===== config.mk =====
export PLATFORM = sky130hd
export DESIGN_NAME = clk_divider
export DESIGN_NICKNAME = d
export VERILOG_FILES = /design/src/rtl/clk_div_pkg.sv /design/src/rtl/clk_div_ratio_reg.sv /design/src/rtl/clk_divider.sv
export SDC_FILE = /design/constraint.sdc
export NUM_CORES = 1
export LEC_CHECK = 0
export CAP_MARGIN = 15
export CORE_MARGIN = 4
export CORE_UTILIZATION = 45
export CTS_CLUSTER_DIAMETER = 80
export DETAILED_ROUTE_END_ITERATION = 7
export HOLD_SLACK_MARGIN = 0.02
export PLACE_DENSITY = 0.79
export SLEW_MARGIN = 20
export SYNTH_ARGS = -nofsm -noshare
export SYNTH_HDL_FRONTEND = slang
export SYNTH_SLANG_ARGS = --single-unit

===== constraint.sdc =====
create_clock -name bclk -period 2.6 [get_ports bclk]
set_input_delay 0.65 -clock bclk [delete_from_list [all_inputs] [get_ports bclk]]
set_output_delay 0.65 -clock bclk [all_outputs]
set_load 0.03 [all_outputs]

===== src/rtl/clk_div_pkg.sv =====
// -----------------------------------------------------------------------------
// clk_div_pkg
// Shared types and helpers for the clk_divider block.
//   state_t      : divider FSM states (IDLE, RUN, STOP)
//   MIN_RATIO    : smallest legal division ratio
//   clamp_ratio  : lifts ratio requests below MIN_RATIO up to MIN_RATIO
// No ports (package).
// -----------------------------------------------------------------------------
package clk_div_pkg;

    typedef enum logic [1:0] {
        IDLE = 2'd0,
        RUN  = 2'd1,
        STOP = 2'd2
    } state_t;

    localparam int unsigned MIN_RATIO = 2;

    // Ratios 0 and 1 cannot form a 50% clock with a high and a low phase,
    // so they are treated as the smallest legal ratio. Works on a 32-bit
    // container so any ratio field up to 32 bits can use it.
    function automatic logic [31:0] clamp_ratio(input logic [31:0] ratio);
        logic [31:0] result;
        if (ratio < 32'(MIN_RATIO)) begin
            result = 32'(MIN_RATIO);
        end else begin
            result = ratio;
        end
        return result;
    endfunction

endpackage


===== src/rtl/clk_div_ratio_reg.sv =====
// -----------------------------------------------------------------------------
// clk_div_ratio_reg
// Holds the pending and active division ratios. A load captures a clamped
// request as pending; the FSM's apply strobe (period boundary or IDLE) moves
// a valid pending ratio into the active register and pulses upd_ack.
// Ports:
//   bclk       in   clock
//   rst        in   synchronous active-high reset
//   load       in   capture div_ratio as pending
//   div_ratio  in   requested ratio (WIDTH)
//   apply      in   boundary/apply strobe from the FSM
//   ratio      out  active ratio (WIDTH), registered
//   upd_ack    out  one-cycle pulse when pending becomes active, registered
// -----------------------------------------------------------------------------
module clk_div_ratio_reg
    import clk_div_pkg::*;
#(
    parameter int unsigned WIDTH     = 8,
    parameter int unsigned DEF_RATIO = 2
) (
    input  logic             bclk,
    input  logic             rst,
    input  logic             load,
    input  logic [WIDTH-1:0] div_ratio,
    input  logic             apply,
    output logic [WIDTH-1:0] ratio,
    output logic             upd_ack
);

    localparam logic [WIDTH-1:0] RESET_RATIO = WIDTH'(clamp_ratio(32'(DEF_RATIO)));

    logic [WIDTH-1:0] clamped_s;
    logic [WIDTH-1:0] pend_r;
    logic [WIDTH-1:0] act_r;
    logic             pend_valid_r;
    logic             ack_r;

    // Clamp the incoming request before it is stored.
    always_comb begin
        clamped_s = WIDTH'(clamp_ratio(32'(div_ratio)));
    end

    // Pending/active ratio registers. The apply check reads the pending state
    // as it was before this edge, so a load landing on a boundary waits for
    // the following boundary.
    always_ff @(posedge bclk) begin
        if (rst) begin
            pend_r       <= RESET_RATIO;
            act_r        <= RESET_RATIO;
            pend_valid_r <= 1'b0;
            ack_r        <= 1'b0;
        end else begin
            if (apply && pend_valid_r) begin
                act_r        <= pend_r;
                ack_r        <= 1'b1;
                pend_valid_r <= 1'b0;
            end else begin
                ack_r        <= 1'b0;
            end
            if (load) begin
                pend_r       <= clamped_s;
                pend_valid_r <= 1'b1;
            end
        end
    end

    assign ratio   = act_r;
    assign upd_ack = ack_r;

endmodule


===== src/rtl/clk_divider.sv =====
// -----------------------------------------------------------------------------
// clk_divider
// Programmable integer divider on the buffered clock. Produces a registered
// ~50% divided clock whose ratio changes and start/stop only take effect on
// period boundaries, so no runt pulses are generated.
// Ports:
//   bclk       in   buffered clock, rising edge
//   rst        in   synchronous active-high reset
//   en         in   run request (level)
//   load       in   one-cycle strobe: capture div_ratio as pending ratio
//   div_ratio  in   requested ratio N (WIDTH), 0/1 clamped to 2
//   dclk       out  divided clock, registered
//   dclk_rise  out  high in the first high bclk cycle of each dclk period
//   run        out  high while in RUN or STOP
//   ratio_o    out  active ratio (WIDTH)
//   upd_ack    out  pulse when the pending ratio becomes active
// -----------------------------------------------------------------------------
module clk_divider
    import clk_div_pkg::*;
#(
    parameter int unsigned WIDTH     = 8,
    parameter int unsigned DEF_RATIO = 2
) (
    input  logic             bclk,
    input  logic             rst,
    input  logic             en,
    input  logic             load,
    input  logic [WIDTH-1:0] div_ratio,
    output logic             dclk,
    output logic             dclk_rise,
    output logic             run,
    output logic [WIDTH-1:0] ratio_o,
    output logic             upd_ack
);

    state_t           state_r;
    logic [WIDTH-1:0] cnt_r;
    logic             dclk_r;
    logic             rise_r;
    logic             run_r;

    logic [WIDTH-1:0] ratio_s;
    logic             ack_s;
    logic [WIDTH-1:0] last_s;
    logic [WIDTH:0]   high_cnt_s;
    logic [WIDTH:0]   cnt_inc_s;
    logic             wrap_s;
    logic             apply_s;
    logic [WIDTH-1:0] cnt_adv_s;
    logic             dclk_adv_s;

    clk_div_ratio_reg #(
        .WIDTH     (WIDTH),
        .DEF_RATIO (DEF_RATIO)
    ) u_ratio_reg (
        .bclk      (bclk),
        .rst       (rst),
        .load      (load),
        .div_ratio (div_ratio),
        .apply     (apply_s),
        .ratio     (ratio_s),
        .upd_ack   (ack_s)
    );

    // Period arithmetic. Sums are one bit wider so N = 2^WIDTH-1 does not
    // overflow when computing the high count or the incremented counter.
    always_comb begin
        last_s     = ratio_s - {{(WIDTH-1){1'b0}}, 1'b1};
        high_cnt_s = ({1'b0, ratio_s} + {{WIDTH{1'b0}}, 1'b1}) >> 1;
        cnt_inc_s  = {1'b0, cnt_r} + {{WIDTH{1'b0}}, 1'b1};
        wrap_s     = (cnt_r == last_s);
    end

    // Next counter/dclk value for a counting state (RUN or STOP that resumes).
    // dclk is high while the counter is below the high count, so odd ratios
    // spend the extra cycle high.
    always_comb begin
        cnt_adv_s  = {WIDTH{1'b0}};
        dclk_adv_s = 1'b0;
        if (wrap_s) begin
            cnt_adv_s  = {WIDTH{1'b0}};
            dclk_adv_s = 1'b1;
        end else begin
            cnt_adv_s  = cnt_inc_s[WIDTH-1:0];
            dclk_adv_s = (cnt_inc_s < high_cnt_s);
        end
    end

    // Pending ratios are applied at any IDLE edge or at a period boundary.
    always_comb begin
        apply_s = 1'b0;
        case (state_r)
            IDLE:    apply_s = 1'b1;
            RUN:     apply_s = wrap_s;
            STOP:    apply_s = wrap_s;
            default: apply_s = 1'b0;
        endcase
    end

    // Divider FSM with counter and registered dclk/dclk_rise/run.
    always_ff @(posedge bclk) begin
        if (rst) begin
            state_r <= IDLE;
            cnt_r   <= {WIDTH{1'b0}};
            dclk_r  <= 1'b0;
            rise_r  <= 1'b0;
            run_r   <= 1'b0;
        end else begin
            case (state_r)
                IDLE: begin
                    cnt_r <= {WIDTH{1'b0}};
                    if (en) begin
                        state_r <= RUN;
                        dclk_r  <= 1'b1;
                        rise_r  <= 1'b1;
                        run_r   <= 1'b1;
                    end else begin
                        state_r <= IDLE;
                        dclk_r  <= 1'b0;
                        rise_r  <= 1'b0;
                        run_r   <= 1'b0;
                    end
                end
                RUN: begin
                    cnt_r   <= cnt_adv_s;
                    dclk_r  <= dclk_adv_s;
                    rise_r  <= wrap_s;
                    run_r   <= 1'b1;
                    state_r <= en ? RUN : STOP;
                end
                STOP: begin
                    if (en) begin
                        // Resumed before the boundary: the period continues unbroken.
                        state_r <= RUN;
                        cnt_r   <= cnt_adv_s;
                        dclk_r  <= dclk_adv_s;
                        rise_r  <= wrap_s;
                        run_r   <= 1'b1;
                    end else if (wrap_s) begin
                        // Last period done: park low without starting a new one.
                        state_r <= IDLE;
                        cnt_r   <= {WIDTH{1'b0}};
                        dclk_r  <= 1'b0;
                        rise_r  <= 1'b0;
                        run_r   <= 1'b0;
                    end else begin
                        state_r <= STOP;
                        cnt_r   <= cnt_adv_s;
                        dclk_r  <= dclk_adv_s;
                        rise_r  <= 1'b0;
                        run_r   <= 1'b1;
                    end
                end
                default: begin
                    state_r <= IDLE;
                    cnt_r   <= {WIDTH{1'b0}};
                    dclk_r  <= 1'b0;
                    rise_r  <= 1'b0;
                    run_r   <= 1'b0;
                end
            endcase
        end
    end

    assign dclk      = dclk_r;
    assign dclk_rise = rise_r;
    assign run       = run_r;
    assign ratio_o   = ratio_s;
    assign upd_ack   = ack_s;

endmodule


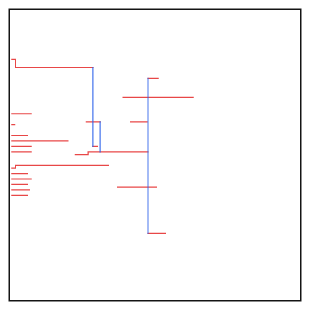
(run_1/metal_stack.png)
Scale: 4 px per micron. Only two layers are drawn.
| colour | layer | wire length |
|---|---|---|
| red | met3 | 163 microns |
| blue | met4 | 66.0 microns |

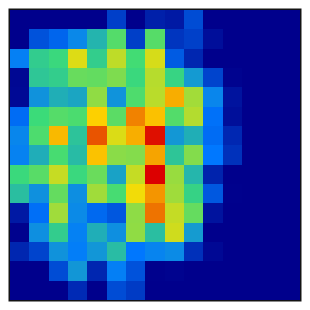
(run_1/wire_density.png)
Scale: 4 px per micron. The die is cut into 15 by 15 equal tiles; dark blue is low, red is high, scaled to the fullest tile. Values are wire area over tile area, all layers added.
fullest tile: 0.42
nearly empty tiles: 37%
tiles over half the peak: 24%
mean over tiles: 0.11
emptiest ninth of the die: bottom right
densest ninth of the die: middle
via count: 1,483
gr usage total: 16.3%
post-DR wirelength/cell: 12.9 microns
Total Wirelength: 3690 microns

==> results.sh, run 1 <==
# physical design summary
export IMPL_grt_pass1_vias=1525
export IMPL_dpl_worst_slack_ns=0.257
export IMPL_adder_share_pct=9.35
export IMPL_dp_hpwl_microns=2760
export IMPL_r2r_cells=9
export IMPL_p_comb_share_pct=13.1
export IMPL_setup_viol=0
export IMPL_clk_power_w=0.000493
export IMPL_worstPathArrival_ns=2.51
export IMPL_yosysUniqueCellTypes=45
export IMPL_coreArea_sq_mm=0.00400
export IMPL_p_per_area_mw_per_mm2=511
export IMPL_comb_cells=157
export IMPL_chip_area_sq_mm=0.00526
export IMPL_highest_layer="met4"
export IMPL_place_area_sq_mm=0.00213
export IMPL_crit_slowest_cell="dfxtp_1"
export IMPL_hold_depth=2
export IMPL_cp_endpoint="u_ratio_reg.ratio[6]$_SDFFE_PP0P_"
export IMPL_fmax_mhz=437
export IMPL_use_met3_pct=3.19
export IMPL_largest_area_cell="dfxtp_1"
export IMPL_clkSlewWorstSetupHoldPaths_ns=0.07
export IMPL_skew_ns=0.00358
export IMPL_tightest_slew_ns=0.479
export IMPL_timing_final_ws_setup_ns=0.310
export IMPL_drc=0
export IMPL_ctsResizeCount=0
export IMPL_critPathKind="reg2reg"
export IMPL_fin_crit_sh_pct=88.1
export IMPL_synthToLayoutAreaGrowth_pct=20.1
export IMPL_simple_gate_area_share_pct=20.4
export IMPL_grt_max_degree=19
export IMPL_top_cells_by_area="dfxtp_1, ha_1, mux2i_1"
export IMPL_tns_ns=0
export IMPL_nNetsFinal=261
export IMPL_combGateArea_sq_mm=0.00113
export IMPL_grt_pass1_wl_microns=6780
export IMPL_whs_ns=0.462
export IMPL_cp_cell_sequence="inv_1, ha_1, xnor2_1, a21o_1, o21ai_1, o2111ai_4, o22ai_2, buf_4, mux2i_1"
export IMPL_yosysSeqAreaShare_pct=33.1
export IMPL_r2r_start="u_ratio_reg.ratio[1]$_SDFFE_PP1P_"
export IMPL_relSlewSlack_pct=68.0
export IMPL_drive_gt1_share_pct=9.32
export IMPL_cp_depth=9
export IMPL_cts_hold_buf=0
export IMPL_netlist_logic_family_top="simple AND/OR/NAND/NOR gates"
export IMPL_cp_max_fo=9
export IMPL_lay_top_count="dfxtp_1"
export IMPL_rsz0062_at_grt="no"
export IMPL_antenna_found_initial=0
export IMPL_syn_num_nets=236
export IMPL_top_power_group="sequential cells"
export IMPL_avgViaCountPerCell=5.19
export IMPL_largest_cell_class="logic gates"
export IMPL_edf_count=0
export IMPL_critPathBufInv=2
export IMPL_cp_startpoint="u_ratio_reg.ratio[1]$_SDFFE_PP1P_"
export IMPL_cts_sinks=31
export IMPL_yosys_warnings=0
export IMPL_worst_r2r_endpoint="u_ratio_reg.ratio[6]$_SDFFE_PP0P_"
export IMPL_seq_cells=31
export IMPL_post_route_min_period_ns=2.29
export IMPL_firstDrtPassIters=4
export IMPL_start_kind="flop"
export IMPL_fp_dieH_microns=72.5
export IMPL_yosys_area_sq_mm=0.00187
export IMPL_p_int_w=0.000876
export IMPL_cp_end_kind="flop"
export IMPL_place_congestion=0.825
export IMPL_leakagePower_nw=0.873
export IMPL_floorplan_core_util_pct=46.8
export IMPL_finalPower_w=0.00115
export IMPL_ys_sh_aoi_pct=12.5
export IMPL_num_rows=23
export IMPL_final_cells=286
export IMPL_regArea_sq_um=621
export IMPL_top_cell="dfxtp_1"
export IMPL_path_delay_family="AND-OR/OR-AND gates"
export IMPL_sh_comb_area_pct=50.3
export IMPL_cpPeakStageDelay_ns=0.45
export IMPL_synth_area_sq_mm=0.00187
export IMPL_design_area_sq_mm=0.00225
export IMPL_tap_cells=50
export IMPL_nFillCells=347
export IMPL_first_iter_violations=38
export IMPL_final_cell_mix="dfxtp_1, nand2_1, clkdlybuf4s50_1, nor2_1"
export IMPL_n_all_buffers=29
export IMPL_h_tree_depth=2
export IMPL_clk_path_buf_depth=2
export IMPL_grt_overflow=0
export IMPL_cts_buffers=5
export IMPL_pg_seq_w=0.000506
export IMPL_portBuffers=23
export IMPL_status="complete, no violations"
export IMPL_warnings=30
export IMPL_maxCapViolCount=0
export IMPL_ys_flop_type="dfxtp_1"
export IMPL_cts_root_buffer="clkbuf_8"
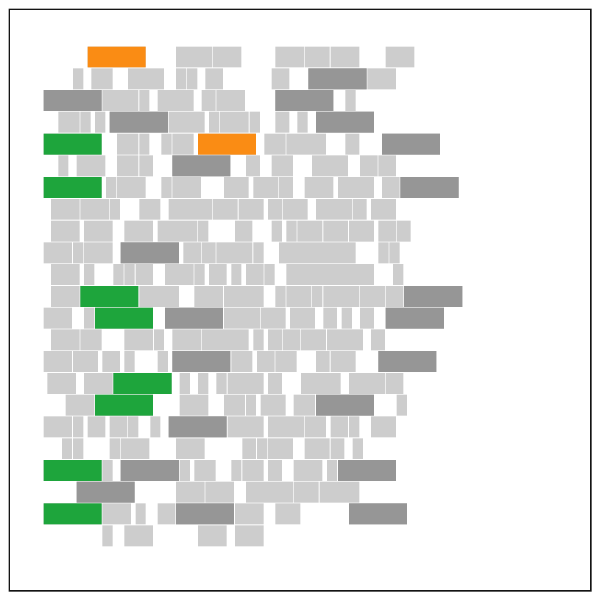
(run_1/registers.png)
Scale: 8 px per micron. Other sequential cells in the stronger grey, the rest of the logic in the fainter grey.
| colour | netlist name | flops |
|---|---|---|
| orange | `state_r` | 2 |
| green | `u_ratio_reg.pend_r` | 8 |
not coloured: 21

==> run_1/port_nets.png <==
Scale: 6 px per micron.
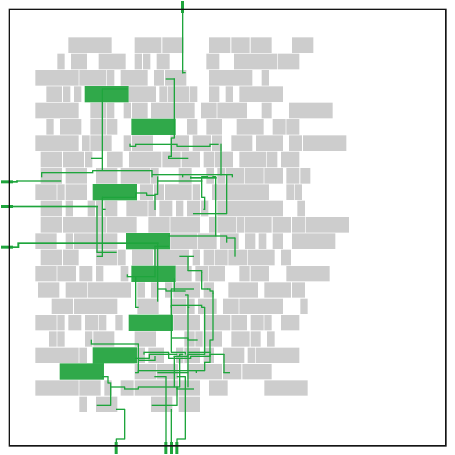

==> run 2: changes to the inputs <==
GPL_TIMING_DRIVEN = 0   (was not set)
SETUP_SLACK_MARGIN = 0.15   (was not set)
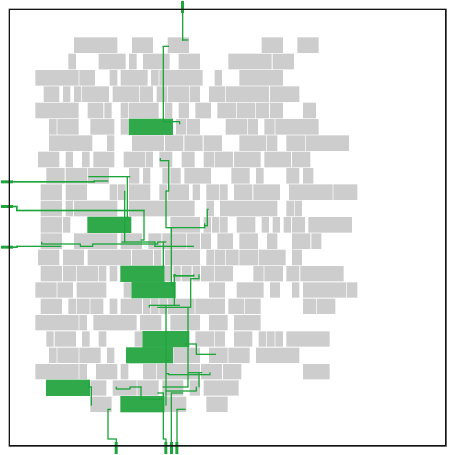
(run_2/port_nets.png)
Scale: 6 px per micron.
| colour | port | bits | direction | end cells | buffers | wire |
|---|---|---|---|---|---|---|
| green | `ratio_o` | 8 | output | 8 | 8 | 306 microns |

==> run 2 against run 1 <==
Compared with the run above:
- clock power is essentially flat
- largest cell class unchanged
- synthesized cell count stayed put
- critical path type unchanged
- critical endpoint is now u_ratio_reg.ratio[5]$_SDFFE_PP0P_
- synthesized area unchanged
- core utilization up 0.91 points
- final cell count grew 1.7%
- die size unchanged
- first-iteration DRC count rose by 5.3%
- clock-buffer cell count did not move
- sequential power hardly changed
==> results.sh, run 2 <==
# physical design summary
export IMPL_cp_startpoint="u_ratio_reg.ratio[0]$_SDFFE_PP0P_"
export IMPL_design_area_sq_mm=0.00229
export IMPL_grt_pass1_wl_microns=6380
export IMPL_edf_count=0
export IMPL_warnings=30
export IMPL_avgViaCountPerCell=5.16
export IMPL_place_area_sq_mm=0.00217
export IMPL_grt_pass1_vias=1426
export IMPL_drc=0
export IMPL_cts_buffers=5
export IMPL_cp_end_kind="flop"
export IMPL_status="complete, no violations"
export IMPL_cts_hold_buf=0
export IMPL_tap_cells=50
export IMPL_combGateArea_sq_mm=0.00113
export IMPL_drtAntennaViolNets=0
export IMPL_portBuffers=23
export IMPL_start_kind="flop"
export IMPL_place_congestion=0.790
export IMPL_yosys_top_cells_count="dfxtp_1, nand2_1, nor2_1, ha_1, mux2i_1"
export IMPL_hold_depth=2
export IMPL_synthToLayoutAreaGrowth_pct=22.0
export IMPL_finalPower_w=0.00115
export IMPL_worstPathArrival_ns=2.40
export IMPL_tightest_slew_ns=0.563
export IMPL_grt_usage_pct=15.6
export IMPL_chip_area_sq_mm=0.00526
export IMPL_yosysUniqueCellTypes=45
export IMPL_dp_hpwl_microns=2720
export IMPL_highest_layer="met4"
export IMPL_first_iter_violations=40
export IMPL_dpl_worst_slack_ns=0.148
export IMPL_floorplan_core_util_pct=46.8
export IMPL_synth_area_sq_mm=0.00187
export IMPL_largest_area_cell="dfxtp_1"
export IMPL_sh_comb_area_pct=49.5
export IMPL_cp_depth=9
export IMPL_skew_ns=0.00274
export IMPL_hold_path_class="reg2reg"
export IMPL_path_delay_family="AND-OR/OR-AND gates"
export IMPL_yosys_area_sq_mm=0.00187
export IMPL_coreArea_sq_mm=0.00400
export IMPL_clk_path_buf_depth=2
export IMPL_wire_per_inst_microns=12.4
export IMPL_firstDrtPassIters=4
export IMPL_pg_seq_w=0.000504
export IMPL_fp_dieH_microns=72.5
export IMPL_lay_top_count="dfxtp_1"
export IMPL_grt_busiest_layer="met2"
export IMPL_ys_flop_type="dfxtp_1"
export IMPL_yosys_warnings=0
export IMPL_maxCapViolCount=0
export IMPL_crit_slowest_cell="dfxtp_2"
export IMPL_top_cell="dfxtp_1"
export IMPL_r2r_start="u_ratio_reg.ratio[0]$_SDFFE_PP0P_"
export IMPL_antenna_found_initial=0
export IMPL_timing_final_ws_setup_ns=0.411
export IMPL_rsz0062_at_grt="no"
export IMPL_p_comb_share_pct=13.2
export IMPL_critPathKind="reg2reg"
export IMPL_num_rows=23
export IMPL_p_per_area_mw_per_mm2=503
export IMPL_p_comb_w=0.000152
export IMPL_top_power_group="sequential cells"
export IMPL_final_cells=291
export IMPL_top_cells_by_area="dfxtp_1, ha_1, mux2i_1"
export IMPL_switching_share_pct=23.8
export IMPL_leakagePower_nw=0.891
export IMPL_drv_slew=0
export IMPL_regArea_sq_um=623
export IMPL_num_vias=1501
export IMPL_diodes=0
export IMPL_largest_cell_class="logic gates"
export IMPL_relSlewSlack_pct=62.5
export IMPL_final_cell_mix="dfxtp_1, nand2_1, clkdlybuf4s50_1, nor2_1"
export IMPL_p_int_w=0.000876
export IMPL_tns_ns=0
export IMPL_post_route_min_period_ns=2.19
export IMPL_bufAreaShareNonClock_pct=13.5
export IMPL_clkSlewWorstSetupHoldPaths_ns=0.07
export IMPL_critPathBufInv=2
export IMPL_cp_endpoint="u_ratio_reg.ratio[5]$_SDFFE_PP0P_"
export IMPL_clk_latency_ns=0.28
export IMPL_drive_gt1_share_pct=10.8
export IMPL_nNetsFinal=266
export IMPL_nFillCells=340
export IMPL_worst_r2r_endpoint="u_ratio_reg.ratio[5]$_SDFFE_PP0P_"
export IMPL_synth_mux_area_fraction_pct=7.48
export IMPL_grtUsageMet2_pct=26.2
export IMPL_critPathRequiredTime_ns=2.81
export IMPL_cts_root_buffer="clkbuf_8"
export IMPL_h_tree_depth=2
export IMPL_setup_viol=0
export IMPL_fin_crit_sh_pct=84.2
export IMPL_whs_ns=0.465
export IMPL_ys_sh_aoi_pct=12.5
export IMPL_clk_power_w=0.000494
export IMPL_grt_overflow=0
export IMPL_cp_cell_sequence="inv_1, ha_1, xnor2_1, a21o_1, o21ai_1, o2111ai_4, o22ai_2, buf_6, mux2i_1"
export IMPL_grt_max_degree=11
export IMPL_drt_total_wl_microns=3600
export IMPL_hold_start="u_ratio_reg.pend_r[0]$_SDFFE_PP0P_"
export IMPL_n_all_buffers=34
export IMPL_seq_cells=31
export IMPL_use_met3_pct=5.26
export IMPL_simple_gate_area_share_pct=20.4
export IMPL_yosysSeqAreaShare_pct=33.1
export IMPL_ctsResizeCount=0
export IMPL_yosys_area_top_type_share_pct=33.1
export IMPL_fmax_mhz=457
export IMPL_netlist_logic_family_top="simple AND/OR/NAND/NOR gates"
export IMPL_comb_cells=157
export IMPL_r2r_cells=9
export IMPL_cts_sinks=31
export IMPL_adder_share_pct=9.35
export IMPL_syn_area_per_cell_sq_um=8.92
export IMPL_syn_num_nets=236
export IMPL_cp_max_fo=9
export IMPL_cpPeakStageDelay_ns=0.41
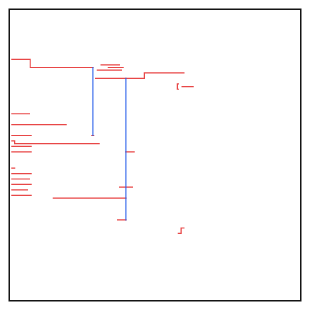
(run_2/metal_stack.png)
Scale: 4 px per micron. Only two layers are drawn.
| colour | layer | wire length |
|---|---|---|
| red | met3 | 172 microns |
| blue | met4 | 52.4 microns |

No activity file was given, so power comes from the tool's default toggle rates.
